==> src/rtl/mul_bus_pkg.sv <==
// Shared types and constants for the multiplier bus initiator.
// States, bus phases, address map and phase decode helpers.
package mul_bus_pkg;

  typedef enum logic [2:0] {
    IDLE,
    SETUP,
    STROBE,
    HOLD,
    DONE
  } state_t;

  typedef enum logic [1:0] {
    WR_A  = 2'd0,
    WR_B  = 2'd1,
    RD_LO = 2'd2,
    RD_HI = 2'd3
  } phase_t;

  localparam logic ADDR_LO = 1'b0;
  localparam logic ADDR_HI = 1'b1;

  function automatic logic phase_addr(phase_t p);
    return p[0] ? ADDR_HI : ADDR_LO;
  endfunction

  function automatic logic phase_wr(phase_t p);
    return !p[1];
  endfunction

endpackage

==> src/rtl/mul_bus_timer.sv <==
// Loadable down-counter timing the low part of each bus strobe.
// Ports: clk, rst_n, load (restart at CYCLES), expire (last strobe cycle).
module mul_bus_timer #(
  parameter int unsigned CYCLES = 2
) (
  input  logic clk,
  input  logic rst_n,
  input  logic load,
  output logic expire
);

  logic [3:0] cnt;

  always_ff @(posedge clk or negedge rst_n) begin
    if (!rst_n) begin
      cnt <= '0;
    end else if (load) begin
      cnt <= 4'(CYCLES);
    end else if (cnt != 4'd0) begin
      cnt <= cnt - 4'd1;
    end
  end

  // Counter sits at CYCLES in the first strobe cycle, so a value of
  // one marks the final strobe cycle.
  assign expire = (cnt == 4'd1);

endmodule

==> src/rtl/mul_bus_master.sv <==
// Bus initiator: writes A and B, reads product low/high, pulses done.
// Ports: clk, rst_n, start, a, b, busy, done, product, bus cs/rd/wr/addr/dout/oe/din.
module mul_bus_master
  import mul_bus_pkg::*;
#(
  parameter int unsigned STROBE_CYCLES = 2
) (
  input  logic        clk,
  input  logic        rst_n,
  input  logic        start,
  input  logic [7:0]  a,
  input  logic [7:0]  b,
  output logic        busy,
  output logic        done,
  output logic [15:0] product,
  output logic        cs_n,
  output logic        rd_n,
  output logic        wr_n,
  output logic        addr,
  output logic [7:0]  dout,
  output logic        dout_oe,
  input  logic [7:0]  din
);

  state_t state_q, state_d;
  phase_t phase_q, phase_d;

  logic [7:0] a_q, b_q;
  logic [7:0] lo_q, hi_q;
  logic       accept;
  logic       expire;
  logic       in_bus;
  logic       wr_ph;
  logic [7:0] op_a;

  logic        cs_n_d, rd_n_d, wr_n_d, addr_d;
  logic        oe_d, busy_d, done_d;
  logic [7:0]  dout_d;

  mul_bus_timer #(
    .CYCLES(STROBE_CYCLES)
  ) u_timer (
    .clk   (clk),
    .rst_n (rst_n),
    .load  (state_q == SETUP),
    .expire(expire)
  );

  always_ff @(posedge clk or negedge rst_n) begin
    if (!rst_n) begin
      state_q <= IDLE;
      phase_q <= WR_A;
    end else begin
      state_q <= state_d;
      phase_q <= phase_d;
    end
  end

  always_comb begin
    state_d = state_q;
    phase_d = phase_q;
    accept  = 1'b0;
    unique case (state_q)
      IDLE, DONE: begin
        if (start) begin
          accept  = 1'b1;
          state_d = SETUP;
          phase_d = WR_A;
        end else begin
          state_d = IDLE;
        end
      end
      SETUP:  state_d = STROBE;
      STROBE: if (expire) state_d = HOLD;
      HOLD: begin
        if (phase_q == RD_HI) begin
          state_d = DONE;
        end else begin
          state_d = SETUP;
          phase_d = phase_t'(phase_q + 2'd1);
        end
      end
      default: state_d = IDLE;
    endcase
  end

  // Outputs are decoded from the next state so that the registered
  // bus pins line up with the state they belong to.
  always_comb begin
    in_bus = (state_d == SETUP) ||
             (state_d == STROBE) ||
             (state_d == HOLD);
    wr_ph  = phase_wr(phase_d);
    op_a   = accept ? a : a_q;
    cs_n_d = !in_bus;
    addr_d = in_bus ? phase_addr(phase_d) : ADDR_LO;
    oe_d   = in_bus && wr_ph;
    dout_d = 8'h00;
    if (oe_d) begin
      dout_d = (phase_d == WR_A) ? op_a : b_q;
    end
    wr_n_d = !((state_d == STROBE) && wr_ph);
    rd_n_d = !((state_d == STROBE) && !wr_ph);
    busy_d = in_bus;
    done_d = (state_d == DONE);
  end

  always_ff @(posedge clk or negedge rst_n) begin
    if (!rst_n) begin
      a_q  <= 8'h00;
      b_q  <= 8'h00;
      lo_q <= 8'h00;
      hi_q <= 8'h00;
    end else begin
      if (accept) begin
        a_q <= a;
        b_q <= b;
      end
      if (state_q == STROBE && expire &&
          !phase_wr(phase_q)) begin
        if (phase_q[0]) hi_q <= din;
        else            lo_q <= din;
      end
    end
  end

  always_ff @(posedge clk or negedge rst_n) begin
    if (!rst_n) begin
      cs_n    <= 1'b1;
      rd_n    <= 1'b1;
      wr_n    <= 1'b1;
      addr    <= ADDR_LO;
      dout    <= 8'h00;
      dout_oe <= 1'b0;
      busy    <= 1'b0;
      done    <= 1'b0;
      product <= 16'h0000;
    end else begin
      cs_n    <= cs_n_d;
      rd_n    <= rd_n_d;
      wr_n    <= wr_n_d;
      addr    <= addr_d;
      dout    <= dout_d;
      dout_oe <= oe_d;
      busy    <= busy_d;
      done    <= done_d;
      // Both shadows are final by the HOLD of RD_HI, so the product
      // updates as a whole word.
      if (state_q == HOLD && state_d == DONE) begin
        product <= {hi_q, lo_q};
      end
    end
  end

endmodule
==> config.mk <==
export PLATFORM = sky130hd
export DESIGN_NAME = mul_bus_master
export DESIGN_NICKNAME = d
export VERILOG_FILES = /design/src/rtl/mul_bus_pkg.sv /design/src/rtl/mul_bus_timer.sv /design/src/rtl/mul_bus_master.sv
export SDC_FILE = /design/constraint.sdc
export NUM_CORES = 1
export LEC_CHECK = 0
export CORE_ASPECT_RATIO = 0.6
export CORE_MARGIN = 1.5
export CORE_UTILIZATION = 53
export CTS_BUF_LIST = sky130_fd_sc_hd__clkbuf_4 sky130_fd_sc_hd__clkbuf_8
export DETAILED_ROUTE_END_ITERATION = 6
export PLACE_DENSITY = 0.91
export SYNTH_ARGS = -nofsm -noshare
export SYNTH_HDL_FRONTEND = slang
export SYNTH_SLANG_ARGS = --single-unit
==> constraint.sdc <==
create_clock -name clk -period 2.35 [get_ports clk]
set_input_delay 0.47 -clock clk [delete_from_list [all_inputs] [get_ports clk]]
set_output_delay 0.47 -clock clk [all_outputs]
set_load 0.02 [all_outputs]
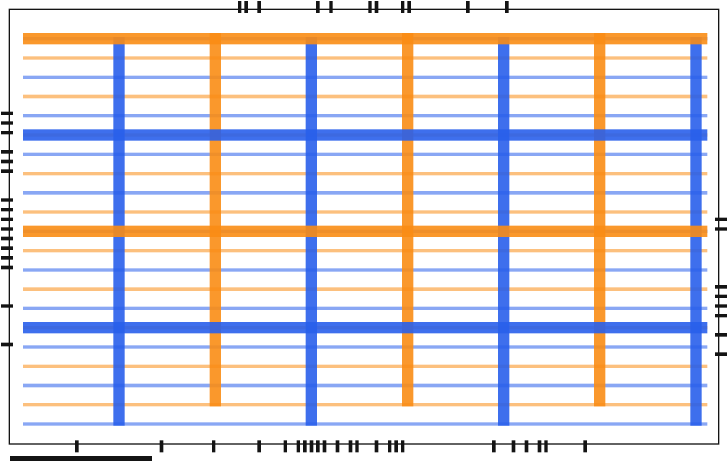
(run_1/pdn.png)
Scale bar: 20 um. Pins as bars on the die edge.
- VSS: blue
- VDD: orange
- met4 straps: 7
- met1 rails: 21
- met5 straps: 4
- rows: 20

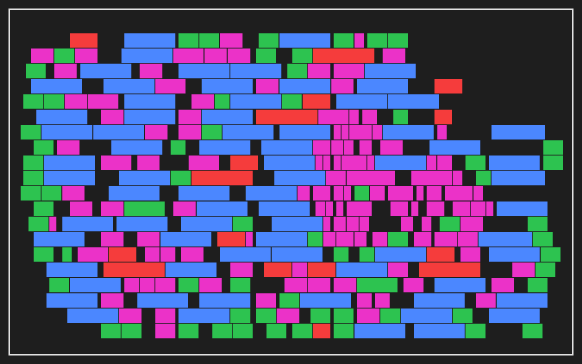
(run_1/cell_classes.png)
- other buffers and delay cells: green (cells 67; share of their area 17%)
- all other logic: magenta (cells 120; share of their area 29%)
- clock drivers and dummy loads: red (cells 16; share of their area 7.5%)
- flops: blue (cells 72; share of their area 47%)

==> out/results.txt, run 1 <==
Outcome = complete, no violations
Fmax = 0.480 GHz
Maxcap violations = 0
DR WL/cell = 17.2 um
Tot GR Track Use = 21.6%
Rows = 20
Vias in the first global route = 1,902
# Post-CTS Setup Buffers = 0
Largest area contributor in the netlist = dfrtp_1
Synthesized cell area = 0.00299 mm^2
Register-to-register setup slack = 0.27 ns
Port bufs = 57
Layout area overhead = 32.1%
Vias = 1,894
Mapped Cells = 203
Yosys top cell area share = 57.8%
Root Driver = clkbuf_8
Synth warn = 0
RR Endpoint = lo_q[1]
Clock Tree Buf Depth = 2
Post-DP Area = 0.00366 mm^2
DR pass1 iterations = 4
Fraction of layout instances using a drive strength above 1 = 34.5%
GP Congestion = 0.810
Dpl hpwl = 4130 um
Clock Pin Slew Worst Setup and Hold Paths = 0.07 ns
RSZ-0062 raised after global routing = no
Top cells by count = dfrtp_1 (69), mux2_2 (40), mux2_4 (8), o31ai_1 (8)
Min Tclk post-route = 2.08 ns
Cell count in the Yosys report = 203
Routed Antenna Nets = 0
Pleak = 1.73 nW
Setup violations, final = 0
VDD IR max = 878 uV
CTS Buf Count = 9
Mean post-synth cell area = 14.7 um^2
H-tree level count = 3
Hold Crit Class = in2async
Die height = 61.2 um
Late-Pin Clk Latency = 0.35 ns
Clock skew = 0.00524 ns
TritonCTS Sinks = 72
Final hold vios = 0
PostCTS Resize Cnt = 0
Die W = 100 um
Slowest stage delay, CP = 0.63 ns
Final #Nets = 299
Critical path fanouts, max = 8
Ys async rst share = 100%
Antenna diode count = 0
Chip Area, Yosys = 0.00299 mm^2
Grt total ovfl = 0
Yosys cell types = 40
TritonCTS clock tree = done
R2R cell count = 4
Ys flop type = dfrtp_1
Chip area = 0.00611 mm^2
WP data arrival = 2.32 ns
Tot Pwr = 5.95 mW
First-pass GRT wire length = 9470 um
Initial DRC count = 69
Final wirelength = 5850 um
Data required, critical path = 2.59 ns
Crit-path cells = nor2b_4 > nand4b_4 > or3b_1 > mux2_4
Tightest Pin Transition = 0.647 ns
Number of enable flip-flop cells = 0
Largest cells by area = dfrtp_1 (58%), mux2_2 (15%), mux2_4 (4.0%), dfstp_2 (2.6%), o21ba_2 (2.0%)
Synth flops = 72
Rel. slew slack = 56.9%
Synth Net Count = 232
Slowest cell on crit path = or3b_1
Pins Over Slew Limit = 0
Start of the worst register-to-register path = state_q[2]
Count of tool warnings = 27
Critical path class = reg2reg
Hold slack final = 0.138 ns
Initial antenna violation count = 0
Largest net degree at the start of global routing = 35
Finished Cell Area = 0.00395 mm^2
Most frequent cell after synthesis = dfrtp_1
Placeable core area = 0.00526 mm^2
Via density = 5.55
Layout fillers = 325
Seq/Total Area, Yosys = 60.4%
FP Core Util = 56.9%
Fin crit share = 88.6%
IO Pins = 58
Power density cells = 1510 mW/mm^2
Worst setup SP type = flop
Cts hold-fix bufs = 0
Drt drc = 0
Crit end category = flop
Final Util = 75.1%
Setup TNS = 0 ns
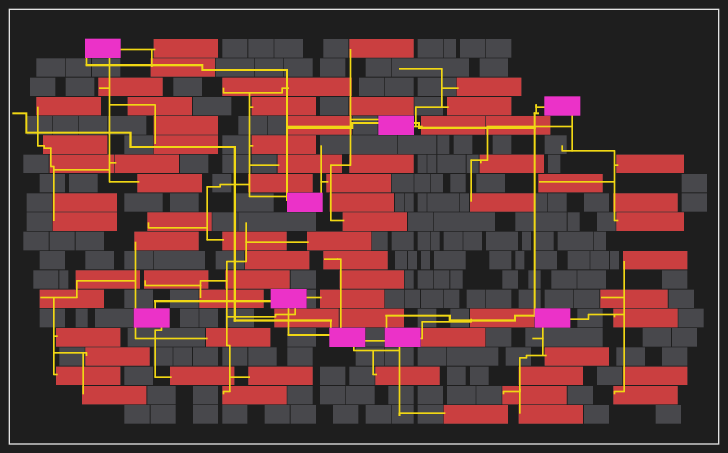
(run_1/clock_map.png)
- clock wires: yellow (length 800 um)
- cells driving clock nets: magenta (count 9)
- flip-flops: red (count 72)
- flops lie: widely spread

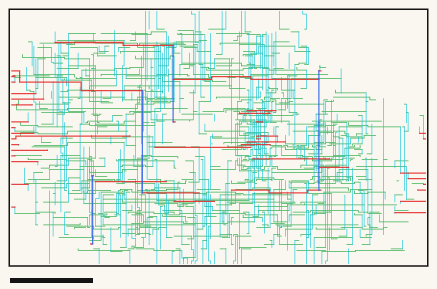
(run_1/metal_stack.png)
Scale bar: 20 um.
- met4: blue (wire length 87.7 um)
- met1: green (wire length 2,720 um)
- met2: cyan (wire length 2,690 um)
- met3: red (wire length 359 um)

## run 1: critical path: cells and delay by family (launching register included)
kind	cells	cell delay [ns]
AND/OR/NAND/NOR	3	1.07
flip-flops	1	0.50
multiplexers	1	0.39
## run 1: metrics by stage
step / instances / setup slack (ns)
global route: 341 / 0.187
global placement: 325 / 0.233
CTS: 341 / 0.279
detailed placement: 325 / 0.210
floorplan: 203 / 0.518
finish: 341 / 0.268
## run 1: power breakdown
part,switching (mW),internal (mW)
clock,0.462,0.923
combinational,1.15,1.32
sequential,0.303,1.79
total,1.91,4.03
## run 1: kinds of logic (layout without fill, tap and decap cells)
| group | Yosys count | in the layout | share of synthesized area [%] |
|---|---|---|---|
| DFF | 72 | 72 | 60.4 |
| adders and majority gates | 2 | 2 | 0.837 |
| buffers and inverters | 16 | 88 | 3.35 |
| and+or+nand+nor | 29 | 29 | 6.40 |
| AOI/OAI and AO/OA | 33 | 33 | 9.04 |
| muxes | 48 | 48 | 19.1 |
| xor gates and xnor gates | 3 | 3 | 0.879 |
## run 1: placed cells by master (no fill, tap or decap), types with 2 or more instances in the layout
cell type,count
a21oi_1,7
buf_12,2
buf_4,8
bufinv_16,5
clkbuf_8,9
clkdlybuf4s50_1,56
clkinv_4,2
dfrtp_1,69
dfstp_2,3
ha_1,2
inv_1,5
mux2_2,40
mux2_4,8
nand2_1,3
nand2b_1,2
nand3_1,2
nor2_1,7
nor2_2,2
nor3_1,3
o21ba_1,2
o21ba_2,6
o31ai_1,8
or2_2,2
xnor2_1,3
## run 1: metal layers
layer,up-vias,GRT usage (%),routed length [um]
met5,-,0,0
met4,0,7.44,87
met3,10,9.08,358
met2,61,33.3,2690
met1,970,28.1,2720
li1,853,-,-
## run 1: sequential cells by signal (all words and copies together), names as in the netlist
register	cells
product	16
a_q	8
b_q	8
dout	8
hi_q	8
lo_q	8
u_timer.cnt	4
state_q	3
phase_q	2
addr	1
busy	1
cs_n	1
done	1
dout_oe	1
rd_n	1
wr_n	1
## run 1: layout make-up
type	instances	area, um^2	area share [%]
clock inverter	7	168	4.25
inverter	5	18.8	0.475
tap	66	82.6	2.09
timing repair buffer	67	666	16.9
multi-input combinational	115	1080	27.4
sequential	72	1810	45.7
clock buffer	9	124	3.14
## run 1: how the worst max path moves through the flow
stage                     cells after the start  slack (ns)      end  startpoint
after global placement                        6        0.23  dout[6]       start
after global routing                          4        0.19  lo_q[3]  state_q[2]
final                                         4        0.27  lo_q[1]  state_q[2]
after detailed placement                      6        0.21  dout[4]       start
after floorplan                               6        0.52  dout[5]  state_q[1]
after CTS                                     4        0.28  lo_q[5]  state_q[2]
==> inputs of run 2 (changes only) <==
--- a/config.mk
+++ b/config.mk
@@ -11,6 +11,7 @@
 export CTS_BUF_LIST = sky130_fd_sc_hd__clkbuf_4 sky130_fd_sc_hd__clkbuf_8
 export DETAILED_ROUTE_END_ITERATION = 6
 export PLACE_DENSITY = 0.91
+export SKIP_LAST_GASP = 1
 export SYNTH_ARGS = -nofsm -noshare
 export SYNTH_HDL_FRONTEND = slang
 export SYNTH_SLANG_ARGS = --single-unit
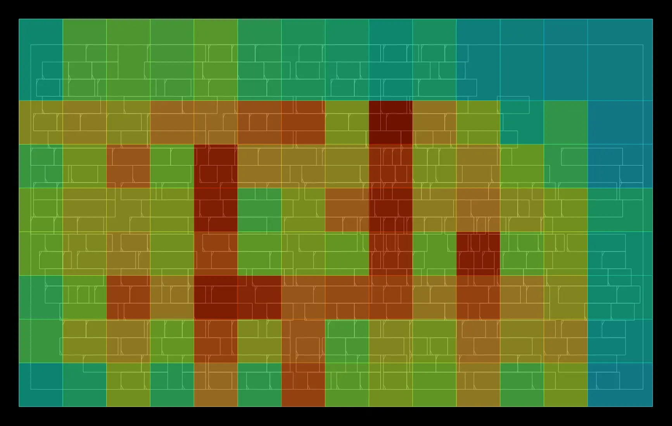
(run_2/final_congestion.png)
DR WL/cell: 17.2 um
GRT busiest layer: met2
GR Util met3: 9.08%
GR Layer Usage met2: 33.3%
Tot GR Track Use: 21.6%

==> run 2 against run 1 <==
Against the previous run: wire length unchanged; clock-buffer cell count unchanged; design area unchanged; fmax unchanged; via count unchanged.
==> out/results.txt, run 2 <==
Outcome = complete, no violations
Chip Area, Yosys = 0.00299 mm^2 (unchanged)
Top cells excl fill/tap = dfrtp_1 (69), clkdlybuf4s50_1 (56), mux2_2 (40)
Dominant logic cell type in the layout = dfrtp_1
WP data arrival = 2.32 ns (about the same)
Power density cells = 1510 mW/mm^2 (unchanged)
Combinational power share = 41.5% (about the same)
M1 GR Usage = 28.1% (unchanged)
Setup violations, final = 0 (unchanged)
Maxcap violations = 0 (unchanged)
Pint = 4.03 mW (unchanged)
Critical path class = reg2reg
CTS Buf Count = 9 (unchanged)
Layout fillers = 325 (unchanged)
Largest register FFs = 16 (unchanged)
Synth flops = 72 (unchanged)
H-tree level count = 3 (unchanged)
Grt total ovfl = 0 (unchanged)
Critical path fanouts, max = 8 (unchanged)
Number of enable flip-flop cells = 0 (unchanged)
VDD IR max = 878 uV (unchanged)
PostCTS Resize Cnt = 0 (unchanged)
Cts hold-fix bufs = 0 (unchanged)
Clock Tree Buf Depth = 2 (unchanged)
Largest net degree at the start of global routing = 35 (unchanged)
FP Core Util = 56.9% (unchanged)
Sw power = 1.91 mW (unchanged)
Register-to-register setup slack = 0.27 ns (about the same)
Via density = 5.55 (unchanged)
Fmax = 0.480 GHz (unchanged)
TritonCTS clock tree = done
Largest area contributor in the netlist = dfrtp_1
Rows = 20 (unchanged)
Yosys top cell area share = 57.8% (unchanged)
Rel. slew slack = 56.9% (unchanged)
Synth Net Count = 232 (unchanged)
IO Pins = 58 (unchanged)
Count of tool warnings = 27 (unchanged)
Drt drc = 0 (unchanged)
Largest cells by area = dfrtp_1 (58%), mux2_2 (15%), mux2_4 (4.0%), dfstp_2 (2.6%), o21ba_2 (2.0%)
Clock Pin Slew Worst Setup and Hold Paths = 0.07 ns (about the same)
Min Tclk post-route = 2.08 ns (unchanged)
Finished Cell Area = 0.00395 mm^2 (unchanged)
RSZ-0062 raised after global routing = no
Final #Nets = 299 (unchanged)
Vias in the first global route = 1,902 (unchanged)
Post-DP Area = 0.00366 mm^2 (unchanged)
Pleak = 1.73 nW (unchanged)
Fin crit share = 88.6% (unchanged)
Dpl hpwl = 4130 um (unchanged)
DR pass1 iterations = 4 (unchanged)
Seq/Total Area, Yosys = 60.4% (unchanged)
Synthesized cell area = 0.00299 mm^2 (unchanged)
Placeable core area = 0.00526 mm^2 (unchanged)
Reg power frac = 35.3% (about the same)
Synth warn = 0 (unchanged)
Sw Ratio = 32.2% (unchanged)
TritonCTS Sinks = 72 (unchanged)
Chip area = 0.00611 mm^2 (unchanged)
Port bufs = 57 (unchanged)
Data required, critical path = 2.59 ns (about the same)
Layout area overhead = 32.1% (unchanged)
Cell count in the Yosys report = 203 (unchanged)
Final wirelength = 5850 um (unchanged)
Pins Over Slew Limit = 0 (unchanged)
MI comb area = 0.00108 mm^2 (unchanged)
Setup TNS = 0 ns (unchanged)
Worst setup SP type = flop
Mapped Cells = 203 (unchanged)
GP Congestion = 0.810 (unchanged)
Vias = 1,894 (unchanged)
First-pass GRT wire length = 9470 um (unchanged)
Die W = 100 um (unchanged)
Most frequent cell after synthesis = dfrtp_1
Root Driver = clkbuf_8
Mean post-synth cell area = 14.7 um^2 (unchanged)
Initial antenna violation count = 0 (unchanged)
Ys flop type = dfrtp_1
Final hold vios = 0 (unchanged)
Fraction of layout instances using a drive strength above 1 = 34.5% (unchanged)
Register Area = 0.00181 mm^2 (unchanged)
Die height = 61.2 um (unchanged)
Tightest Pin Transition = 0.647 ns (unchanged)
Clock power share = 23.3% (about the same)
Antenna diode count = 0 (unchanged)
Clock skew = 0.00524 ns (unchanged)
Initial DRC count = 69 (unchanged)
# Post-CTS Setup Buffers = 0 (unchanged)
Top cells by count = dfrtp_1 (69), mux2_2 (40), mux2_4 (8), o31ai_1 (8)
Yosys cell types = 40 (unchanged)
Crit end category = flop
Routed Antenna Nets = 0 (unchanged)
Ys async rst share = 100% (unchanged)
Late-Pin Clk Latency = 0.35 ns (about the same)
Top reg by flops = product
Hold Crit Class = in2async
[run 2: cell counts after synthesis]
Identical to the previous run, type by type.
[run 2: metrics by stage]
| stage | setup slack, ns | utilization (%) | total power, mW | instances | hold WS [ns] |
|---|---|---|---|---|---|
| after CTS | 0.279 | 75.1 | 5.98 | 341 | 0.138 |
| after floorplan | 0.518 | - | 3.63 | 203 | 0.174 |
| final | 0.268 | 75.1 | 5.95 | 341 | 0.138 |
| after detailed placement | 0.210 | 69.6 | 4.57 | 325 | 0.490 |
| after global routing | 0.187 | 75.1 | 6.26 | 341 | 0.163 |
| after global placement | 0.233 | 69.6 | 4.44 | 325 | 0.484 |
[run 2: critical path, cell delays in order (launching register included)]
cell and delay [ns]:
dfrtp_1 0.50, nor2b_4 0.28, nand4b_4 0.16, or3b_1 0.63, mux2_4 0.39
[run 2: cell type report]
cell class / count / share of cell area [%]
Sequential cell: 72 / 45.7
Clock inverter: 7 / 4.25
Inverter: 5 / 0.475
Timing Repair Buffer: 67 / 16.9
Tap cell: 66 / 2.09
Clock buffer: 9 / 3.14
Multi-Input combinational cell: 115 / 27.4
[run 2: path summary, 6_finish.rpt]
kind,from,endpoint,cells after the start
min in group clk,a_q[2],a_q[2],1
worst min-delay path,rst_n,b_q[5],1
worst max-delay path,state_q[2],lo_q[1],4
worst min register to register,a_q[2],a_q[2],1
max in group asynchronous,rst_n,rd_n,2
worst max register to register,state_q[2],lo_q[1],4
[run 2: power groups by stage]
stage | combinational (mW) | sequential (mW) | clock (mW)
2_1_floorplan | 1.32 | 2.31 | 0
3_3_place_gp | 2.36 | 2.08 | 0
3_5_place_dp | 2.46 | 2.11 | 0
4_1_cts | 2.48 | 2.10 | 1.41
5_1_grt | 2.64 | 2.16 | 1.46
6_report | 2.47 | 2.10 | 1.38
[run 2: metal layers]
layer | wire [um] | up-vias
met1 | 2720 | 970
met3 | 358 | 10
met4 | 87 | 0
met2 | 2690 | 61
met5 | 0 | -
li1 | - | 853
[run 2: kinds of logic after synthesis]
kind of cell             share of synthesized area, %
AND-OR/OR-AND                                    9.04
multiplexers                                     19.1
flip-flops                                       60.4
adder cells (fa/ha/maj)                         0.837
XOR/XNOR                                        0.879
AND/OR/NAND/NOR                                  6.40
buffers and inverters                            3.35
Power is estimated from default activity; no workload was simulated.
